$ cat src/rtl/uart_pkg.sv
// rtl/uart_pkg.sv - shared UART constants for receiver, rx buffer and transmitter
package uart_pkg;

    localparam int UART_DATA_W = 8;
    localparam int CLKPERBAUD  = 1041;

endpackage

$ cat src/rtl/sync_fifo_fwft.sv
// rtl/sync_fifo_fwft.sv - synchronous first-word-fall-through FIFO
// Head entry is presented combinationally; a write is visible the next cycle.
module sync_fifo_fwft
    import uart_pkg::*;
#(
    parameter  int DEPTH  = 8,
    parameter  int DATA_W = UART_DATA_W,
    localparam int PTR_W  = $clog2(DEPTH),
    localparam int CNT_W  = PTR_W + 1
) (
    input  logic              clk,
    input  logic              nRst,
    input  logic              push,
    input  logic [DATA_W-1:0] wdata,
    input  logic              pop,
    output logic [DATA_W-1:0] rdata,
    output logic [CNT_W-1:0]  count,
    output logic              full,
    output logic              empty
);

    logic [DATA_W-1:0] mem_q [DEPTH];
    logic [PTR_W-1:0]  wr_ptr_q, wr_ptr_d;
    logic [PTR_W-1:0]  rd_ptr_q, rd_ptr_d;
    logic [CNT_W-1:0]  count_q, count_d;
    logic              pop_ok;
    logic              push_ok;

    assign full  = (count_q == CNT_W'(DEPTH));
    assign empty = (count_q == '0);
    assign count = count_q;
    assign rdata = mem_q[rd_ptr_q];

    // A push into a full FIFO still lands when the head leaves in the same cycle.
    assign pop_ok  = pop & ~empty;
    assign push_ok = push & (~full | pop_ok);

    always_comb begin
        wr_ptr_d = wr_ptr_q;
        rd_ptr_d = rd_ptr_q;
        count_d  = count_q + CNT_W'(push_ok) - CNT_W'(pop_ok);
        if (push_ok) begin
            wr_ptr_d = wr_ptr_q + 1'b1;
        end
        if (pop_ok) begin
            rd_ptr_d = rd_ptr_q + 1'b1;
        end
    end

    always_ff @(posedge clk) begin
        if (!nRst) begin
            wr_ptr_q <= '0;
            rd_ptr_q <= '0;
            count_q  <= '0;
        end else begin
            wr_ptr_q <= wr_ptr_d;
            rd_ptr_q <= rd_ptr_d;
            count_q  <= count_d;
        end
    end

    always_ff @(posedge clk) begin
        if (push_ok) begin
            mem_q[wr_ptr_q] <= wdata;
        end
    end

endmodule

$ cat src/rtl/uart_rx_buffer.sv
// rtl/uart_rx_buffer.sv - captures received UART bytes into a FWFT FIFO
// Adds receiver edge detection, rec_ready throttling and a sticky overflow flag.
module uart_rx_buffer
    import uart_pkg::*;
#(
    parameter  int DEPTH = 8,
    localparam int CNT_W = $clog2(DEPTH) + 1
) (
    input  logic                   clk,
    input  logic                   nRst,
    input  logic                   rx_ready_in,
    input  logic [UART_DATA_W-1:0] rx_byte_in,
    output logic                   rec_ready_out,
    output logic [UART_DATA_W-1:0] rd_data,
    output logic                   rd_valid,
    input  logic                   rd_en,
    output logic [CNT_W-1:0]       count,
    output logic                   overflow,
    input  logic                   clear_ovf
);

    logic rx_ready_q, rx_ready_d;
    logic overflow_q, overflow_d;
    logic push;
    logic pop;
    logic fifo_full;
    logic fifo_empty;
    logic ovf_event;

    // The byte is only valid on the rising edge of rx_ready_in; later cycles read zero.
    assign push = rx_ready_in & ~rx_ready_q;
    assign pop  = rd_en & rd_valid;

    sync_fifo_fwft #(
        .DEPTH  (DEPTH),
        .DATA_W (UART_DATA_W)
    ) u_fifo (
        .clk   (clk),
        .nRst  (nRst),
        .push  (push),
        .wdata (rx_byte_in),
        .pop   (pop),
        .rdata (rd_data),
        .count (count),
        .full  (fifo_full),
        .empty (fifo_empty)
    );

    assign rd_valid      = ~fifo_empty;
    assign rec_ready_out = ~fifo_full;
    assign overflow      = overflow_q;
    assign ovf_event     = push & fifo_full & ~pop;

    always_comb begin
        rx_ready_d = rx_ready_in;
        overflow_d = overflow_q;
        if (ovf_event) begin
            overflow_d = 1'b1;
        end else if (clear_ovf) begin
            overflow_d = 1'b0;
        end
    end

    // rx_ready_q resets high so leaving reset mid stop bit does not look like an edge.
    always_ff @(posedge clk) begin
        if (!nRst) begin
            rx_ready_q <= 1'b1;
            overflow_q <= 1'b0;
        end else begin
            rx_ready_q <= rx_ready_d;
            overflow_q <= overflow_d;
        end
    end

endmodule

$ cat config.mk
export PLATFORM = sky130hd
export DESIGN_NAME = uart_rx_buffer
export DESIGN_NICKNAME = d
export VERILOG_FILES = /design/src/rtl/uart_pkg.sv /design/src/rtl/sync_fifo_fwft.sv /design/src/rtl/uart_rx_buffer.sv
export SDC_FILE = /design/constraint.sdc
export NUM_CORES = 1
export LEC_CHECK = 0
export CORE_UTILIZATION = 57
export CTS_CLUSTER_DIAMETER = 60
export DETAILED_ROUTE_END_ITERATION = 6
export PLACE_DENSITY = 0.79
export SYNTH_ARGS = -nofsm -noshare
export SYNTH_HDL_FRONTEND = slang
export SYNTH_SLANG_ARGS = --single-unit
$ cat constraint.sdc
create_clock -name clk -period 3 [get_ports clk]
set_input_delay 0.75 -clock clk [delete_from_list [all_inputs] [get_ports clk]]
set_output_delay 0.75 -clock clk [all_outputs]
set_load 0.05 [all_outputs]
==> flow_summary.toml, run 1 <==
# physical design summary
[place]
dp.cells = 295
numPortBuffers = 27

[synthesis]
yosys.stat.seqShare = 0.678
syn_inst = 187
synth.area.mux_share = 0.173
synthTopLogicFamily = "multiplexers"
yosysChipArea_um2 = 3280
netlist_area_um2 = 3280
synth-adder-area-share = 0.0367

[worst_hold_path]
min_path_cells = 2

[global_routing]
grt_use_total = 0.213
antenna_found_initial = 0

[final_timing]
drv_slew = 0
clock.fmax_mhz = 350
tightest_slew_ns = 0.519

[die]
ios = 28

[run_status]
outcome = "finished, final reports clean"

[critical_path]
startpoint = "u_fifo.count[2]"
cp_max_fo = 5
crit_cells = 5
path_cells = "inv_1 -> ha_1 -> nor3b_2 -> inv_1 -> clkdlybuf4s50_1"
r2r_start = "u_fifo.count[2]"

[clocking]
cts_root_buf = "clkbuf_8"
clk_latency_ns = 0.34
post_cts_resized = 1
cts_setup_buffers = 0
cts_buffer_depth = 2

[pwr]
vdd.ir_drop.worst_mv = 0.600
-- run 1: Yosys cell counts --
cell | number | share of area
edfxtp_1 | 64 | 0.59
dfxtp_1 | 15 | 0.092
mux4_1 | 15 | 0.12
inv_1 | 11 | 0.013
ha_1 | 8 | 0.031
mux2_2 | 8 | 0.027
nand2b_1 | 8 | 0.015
a21oi_1 | 7 | 0.011
nand2_1 | 7 | 0.0080
nor2_1 | 7 | 0.0080
mux2i_1 | 6 | 0.018
nand3_1 | 4 | 0.0061
nor3_1 | 4 | 0.0061
o21ai_0 | 3 | 0.0046
clkbuf_1 | 2 | 0.0023
nor2b_1 | 2 | 0.0038
nor3b_1 | 2 | 0.0046
or3_1 | 2 | 0.0038
a21o_1 | 1 | 0.0023
and2_1 | 1 | 0.0019
buf_1 | 1 | 0.0011
buf_12 | 1 | 0.0061
buf_2 | 1 | 0.0015
buf_6 | 1 | 0.0034
fa_1 | 1 | 0.0061
mux4_2 | 1 | 0.0069
nand3b_1 | 1 | 0.0023
nor4_1 | 1 | 0.0019
o211a_1 | 1 | 0.0031
xor2_1 | 1 | 0.0027
-- run 1: final cells by class --
class,instances,area (µm²)
clock buffers,9,124
clock inverters,7,63.8
fillers,364,1660
inverters,11,41.3
multi-input cells,91,971
flip-flops and latches,79,2220
well taps,72,90.1
repair buffers,42,365
-- run 1: state kept, by name, indices dropped and copies added (netlist names), named ones only --
signal,flops
overflow,1
u_fifo.wr_ptr_q,3
u_fifo.count,4
rx_ready_q,1
u_fifo.rd_ptr_q,3
u_fifo.mem_q,64
-- run 1: layer usage --
layer	vias to the layer above	track usage	wire length (µm)
met3	6	0.0365	271
met5	-	0	0
met1	859	0.248	2350
met2	47	0.385	3080
met4	0	0.0962	63
li1	826	-	-
Fig. 1: run 1, M2 wires
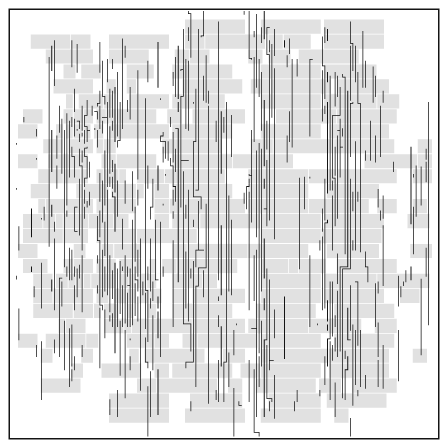
wire length on this layer	3,080 µm
main direction	vertical
nets with wire on the layer	236
longest straight run	54.1 µm
share of all routed wire	53%
final WL: 5760 µm
GR Util met2: 0.385
Vias: 1,738

Fig. 2: run 1, gate-type map
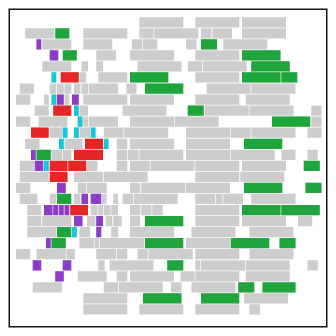
colour	family	cells	most used
red	adder and majority cells	9	ha_1
purple	NAND gates	20	nand2b_1
cyan	inverters	11	inv_1
green	multiplexers	30	mux4_1
post-route insts no fill: 311
logic share of the area: 0.250
most frequent logic cell in the layout: edfxtp_1

Fig. 3: run 1, sequential cells grouped by signal name
Other sequential cells in the stronger grey, the rest of the logic in the fainter grey.
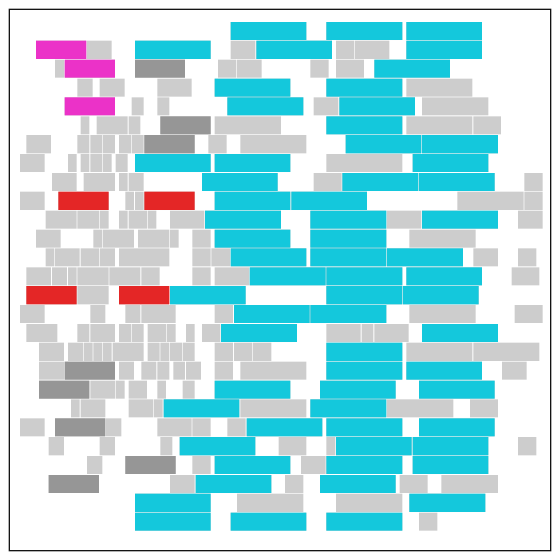
colour	netlist name	sequential cells
magenta	u_fifo.rd_ptr_q	3
red	u_fifo.count	4
cyan	u_fifo.mem_q	64
not coloured	8
register area: 2220 µm²
final core occ: 0.700
seq pwr: 1.27 mW

==> inputs of run 2 (changes only) <==
--- a/config.mk
+++ b/config.mk
@@ -5,9 +5,11 @@
 export SDC_FILE = /design/constraint.sdc
 export NUM_CORES = 1
 export LEC_CHECK = 0
+export CORE_MARGIN = 2
 export CORE_UTILIZATION = 57
 export CTS_CLUSTER_DIAMETER = 60
 export DETAILED_ROUTE_END_ITERATION = 6
+export GPL_ROUTABILITY_DRIVEN = 0
 export PLACE_DENSITY = 0.79
 export SYNTH_ARGS = -nofsm -noshare
 export SYNTH_HDL_FRONTEND = slang
Fig. 4: run 2, gate-type map
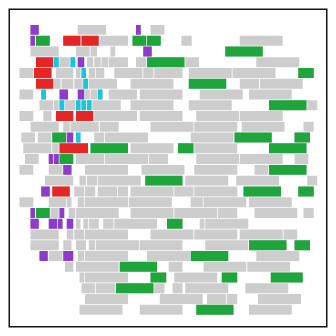
colour	family	cells	most used
purple	NAND gates	20	nand2b_1
green	multiplexers	30	mux4_1
red	adder and majority cells	9	ha_1
cyan	inverters	11	inv_1

Fig. 5: run 2, sequential cells grouped by signal name
Other sequential cells in the stronger grey, the rest of the logic in the fainter grey.
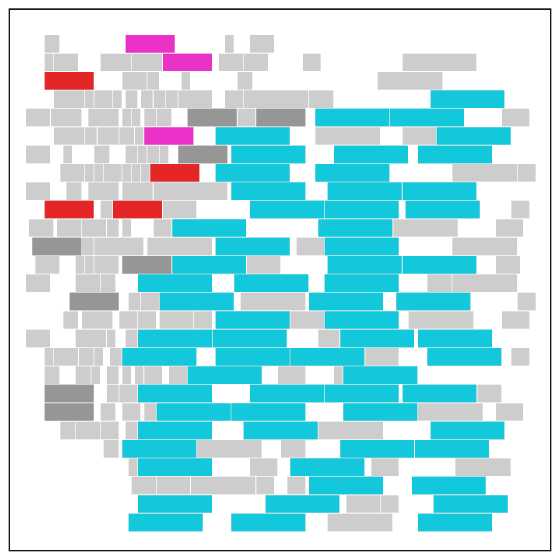
colour	netlist name	sequential cells
cyan	u_fifo.mem_q	64
red	u_fifo.count	4
magenta	u_fifo.rd_ptr_q	3
sequential share of cell area: 0.575
final core occ: 0.698

==> flow_summary.toml, run 2 <==
# physical design summary
[critical_path]
startpoint = "u_fifo.count[2]"
cp_max_fo = 5
crit_cells = 5
path_cells = "inv_1 -> ha_1 -> nor3b_2 -> inv_1 -> clkdlybuf4s50_1"
r2r_start = "u_fifo.count[2]"

[global_routing]
grtUsageMet1 = 0.254
grt_use_total = 0.210
antenna_found_initial = 0

[finish]
fill_cells = 349
largest_reg_flops = 64
top_register = "u_fifo.mem_q"
final_common_cell = "edfxtp_1"

[clocking]
post_cts_resized = 0
cts_setup_buffers = 0
cts_buffer_depth = 2

[place]
dp.cells = 290
numPortBuffers = 27

[synthesis]
top_cells_by_count = "edfxtp_1, dfxtp_1, mux4_1, inv_1"
syn_inst = 187
top_cell_area_share = 0.586
synthMostInstantiatedCell = "edfxtp_1"
yosysChipArea_um2 = 3280
netlist_area_um2 = 3280
synthFlopType = "edfxtp_1"

[final_timing]
clock.fmax_mhz = 352
drv_slew = 0
tightest_slew_ns = 0.503

[run_status]
outcome = "finished, final reports clean"

[pwr]
vdd.ir_drop.worst_mv = 0.559

[drt]
route.met2.wl_um = 3200
wl_met1_um = 2360
Fig. 6: run 2, metal 3
The bar under the picture is 20 µm long.
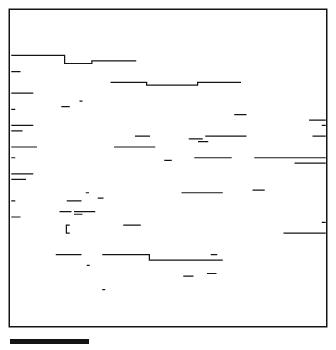
nets with wire on the layer	37
share of all routed wire	4.5%
Vias: 1,748
grt met3 use: 0.0498
final WL: 5950 µm

-- run 2: area by class of cell --
class	count	area, µm²	share of cell area
inverters	11	41.3	0.0107
well taps	72	90.1	0.0233
clock inverters	6	85.1	0.0220
repair buffers	37	328	0.0848
clock buffers	10	128	0.0330
flip-flops and latches	79	2220	0.575
multi-input cells	91	971	0.251
-- run 2: cells by family after synthesis --
group / after synthesis / share of synthesized area
mux: 30 / 0.173
fa+ha+maj: 9 / 0.0367
simple gates: 39 / 0.0619
flops: 79 / 0.678
xor+xnor: 1 / 0.00267
compound gates: 12 / 0.0206
buf+inv: 17 / 0.0271
-- run 2: worst min path at each step --
stage / from / to / depth (start not counted)
6_report: u_fifo.rd_ptr_q[2] / u_fifo.rd_ptr_q[2] / 2
5_1_grt: u_fifo.rd_ptr_q[2] / u_fifo.rd_ptr_q[2] / 2
3_5_place_dp: overflow / overflow / 2
2_1_floorplan: u_fifo.rd_ptr_q[2] / register / 2
4_1_cts: u_fifo.rd_ptr_q[2] / u_fifo.rd_ptr_q[2] / 2
3_3_place_gp: u_fifo.rd_ptr_q[2] / u_fifo.rd_ptr_q[2] / 2
-- run 2: through the flow --
| step | setup slack, ns | hold slack [ns] | area, µm² |
|---|---|---|---|
| 3_3_place_gp | 0.368 | 0.464 | 3640 |
| 6_report | 0.160 | 0.495 | 3860 |
| 2_1_floorplan | 0.0328 | 0.456 | 3280 |
| 3_5_place_dp | 0.250 | 0.489 | 3640 |
| 4_1_cts | 0.0243 | 0.497 | 3860 |
| 5_1_grt | 0.0706 | 0.518 | 3860 |
-- run 2: power breakdown --
part           leakage (nW)  switching [mW]  internal (mW)
combinational         0.572           0.520          0.353
clock                 0.104           0.372          0.466
sequential            0.699          0.0409           1.23
==> inputs of run 3 (changes only) <==
--- a/config.mk
+++ b/config.mk
@@ -6,11 +6,11 @@
 export NUM_CORES = 1
 export LEC_CHECK = 0
 export CORE_MARGIN = 2
-export CORE_UTILIZATION = 57
+export CORE_UTILIZATION = 60
 export CTS_CLUSTER_DIAMETER = 60
 export DETAILED_ROUTE_END_ITERATION = 6
 export GPL_ROUTABILITY_DRIVEN = 0
-export PLACE_DENSITY = 0.79
+export PLACE_DENSITY = 0.82
 export SYNTH_ARGS = -nofsm -noshare
 export SYNTH_HDL_FRONTEND = slang
 export SYNTH_SLANG_ARGS = --single-unit
==> constraint.sdc (replaced) <==
create_clock -name clk -period 3.5 [get_ports clk]
set_input_delay 0.875 -clock clk [delete_from_list [all_inputs] [get_ports clk]]
set_output_delay 0.875 -clock clk [all_outputs]
set_load 0.05 [all_outputs]
Fig. 7: run 3, routing congestion
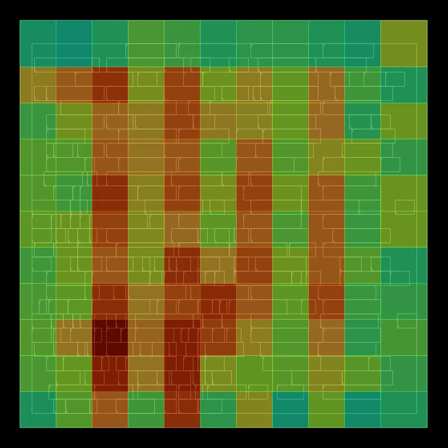
DR WL/cell: 20.3 µm
final core occ: 0.745

Fig. 8: run 3, M2 wires
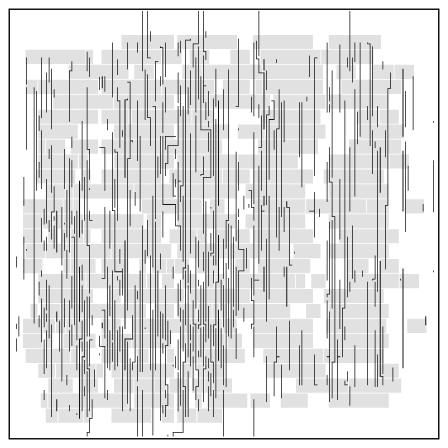
nets with wire on the layer	237
longest straight run	42.8 µm
share of all routed wire	54%
main direction	vertical
wire length on this layer	3,390 µm
Vias: 1,793
GR Util met2: 0.416
final WL: 6220 µm

==> flow_summary.toml, run 3 <==
# physical design summary
[pwr]
vdd.ir_drop.worst_mv = 0.637

[place]
post-place-ws_ns = 0.468
dp.cells = 291
numPortBuffers = 27
place_area_um2 = 3680

[final_timing]
tightest_slew_ns = 0.502
clock.fmax_mhz = 290
drv_slew = 0

[global_routing]
grt_use_total = 0.231
antenna_found_initial = 0
grt_max_degree = 17

[synthesis]
top_cell_area_share = 0.586
yosys.stat.seqShare = 0.678
synthFlopType = "edfxtp_1"
top_cells_by_count = "edfxtp_1, dfxtp_1, mux4_1, inv_1"
synth-edff-count = 64
syn_inst = 187
async_reset_ff_frac = 0
synthMostInstantiatedCell = "edfxtp_1"
topCellsByArea = "edfxtp_1, mux4_1, dfxtp_1, ha_1, mux2_2"
largest_area_cell = "edfxtp_1"
yosysChipArea_um2 = 3280

[finish]
layoutNonFillerInstCount = 307
logic_area_um2 = 966
finish.instance_area_um2 = 3880
final_common_cell = "edfxtp_1"
largest_reg_flops = 64
top_register = "u_fifo.mem_q"
fill_cells = 326
seq_area_um2 = 2220

[clocking]
cts_buffer_depth = 2
post_cts_resized = 0
cts_root_buf = "clkbuf_8"

[run_status]
outcome = "finished, final reports clean"

[die]
ios = 28

[critical_path]
cp_max_fo = 16
r2r_start = "u_fifo.count[2]"
Fig. 9: run 3, metal 3
The bar under the picture is 20 µm long.
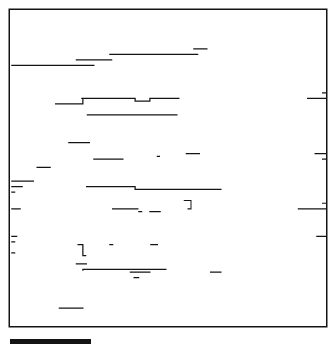
wire length on this layer	251 µm
share of all routed wire	4.0%
longest straight run	22.1 µm

==> run 3: cell counts after synthesis <==
Identical to the previous run, type by type.
==> run 3: cell families (layout without fill, tap and decap cells) <==
group | after synthesis | count (layout) | synth area share
AND-OR/OR-AND | 12 | 12 | 0.0206
XOR/XNOR | 1 | 1 | 0.00267
flip-flops | 79 | 79 | 0.678
buffers and inverters | 17 | 67 | 0.0271
adder cells (fa/ha/maj) | 9 | 9 | 0.0367
AND/OR/NAND/NOR | 39 | 39 | 0.0619
multiplexers | 30 | 30 | 0.173
==> run 3: final cells by class <==
class / count / share of cell area
Sequential cell: 79 / 0.573
Multi-Input combinational cell: 91 / 0.249
Timing Repair Buffer: 40 / 0.0949
Clock buffer: 12 / 0.0374
Tap cell: 70 / 0.0226
Clock inverter: 4 / 0.0123
Inverter: 11 / 0.0106
==> run 3: critical path, stage by stage, from the launching register on <==
cell and delay [ns]:
dfxtp_1 0.32, buf_4 0.29, mux4_1 0.62, mux2_2 0.30, clkdlybuf4s50_1 0.70
==> run 3: power by group <==
part	internal (mW)	switching [mW]	total [mW]
Clock	0.347	0.291	0.638
Sequential	1.06	0.0328	1.09
Combinational	0.309	0.450	0.760
==> run 3: how the worst min path moves through the flow <==
stage                    end  depth (start not counted)  slack, ns
global route        overflow                          2       0.57
finish              register                          2       0.51
global placement    overflow                          2       0.46
CTS                 register                          2       0.51
floorplan           register                          2       0.46
detailed placement  overflow                          2       0.48
==> run 3: layer usage <==
layer  GRT usage  wire length (µm)  vias up
met5           0                 0        -
met4       0.104               133        0
met3      0.0558               250       16
met2       0.416              3390       55
met1       0.260              2450      906
li1            -                 -      816
No activity file was given, so power comes from the tool's default toggle rates.
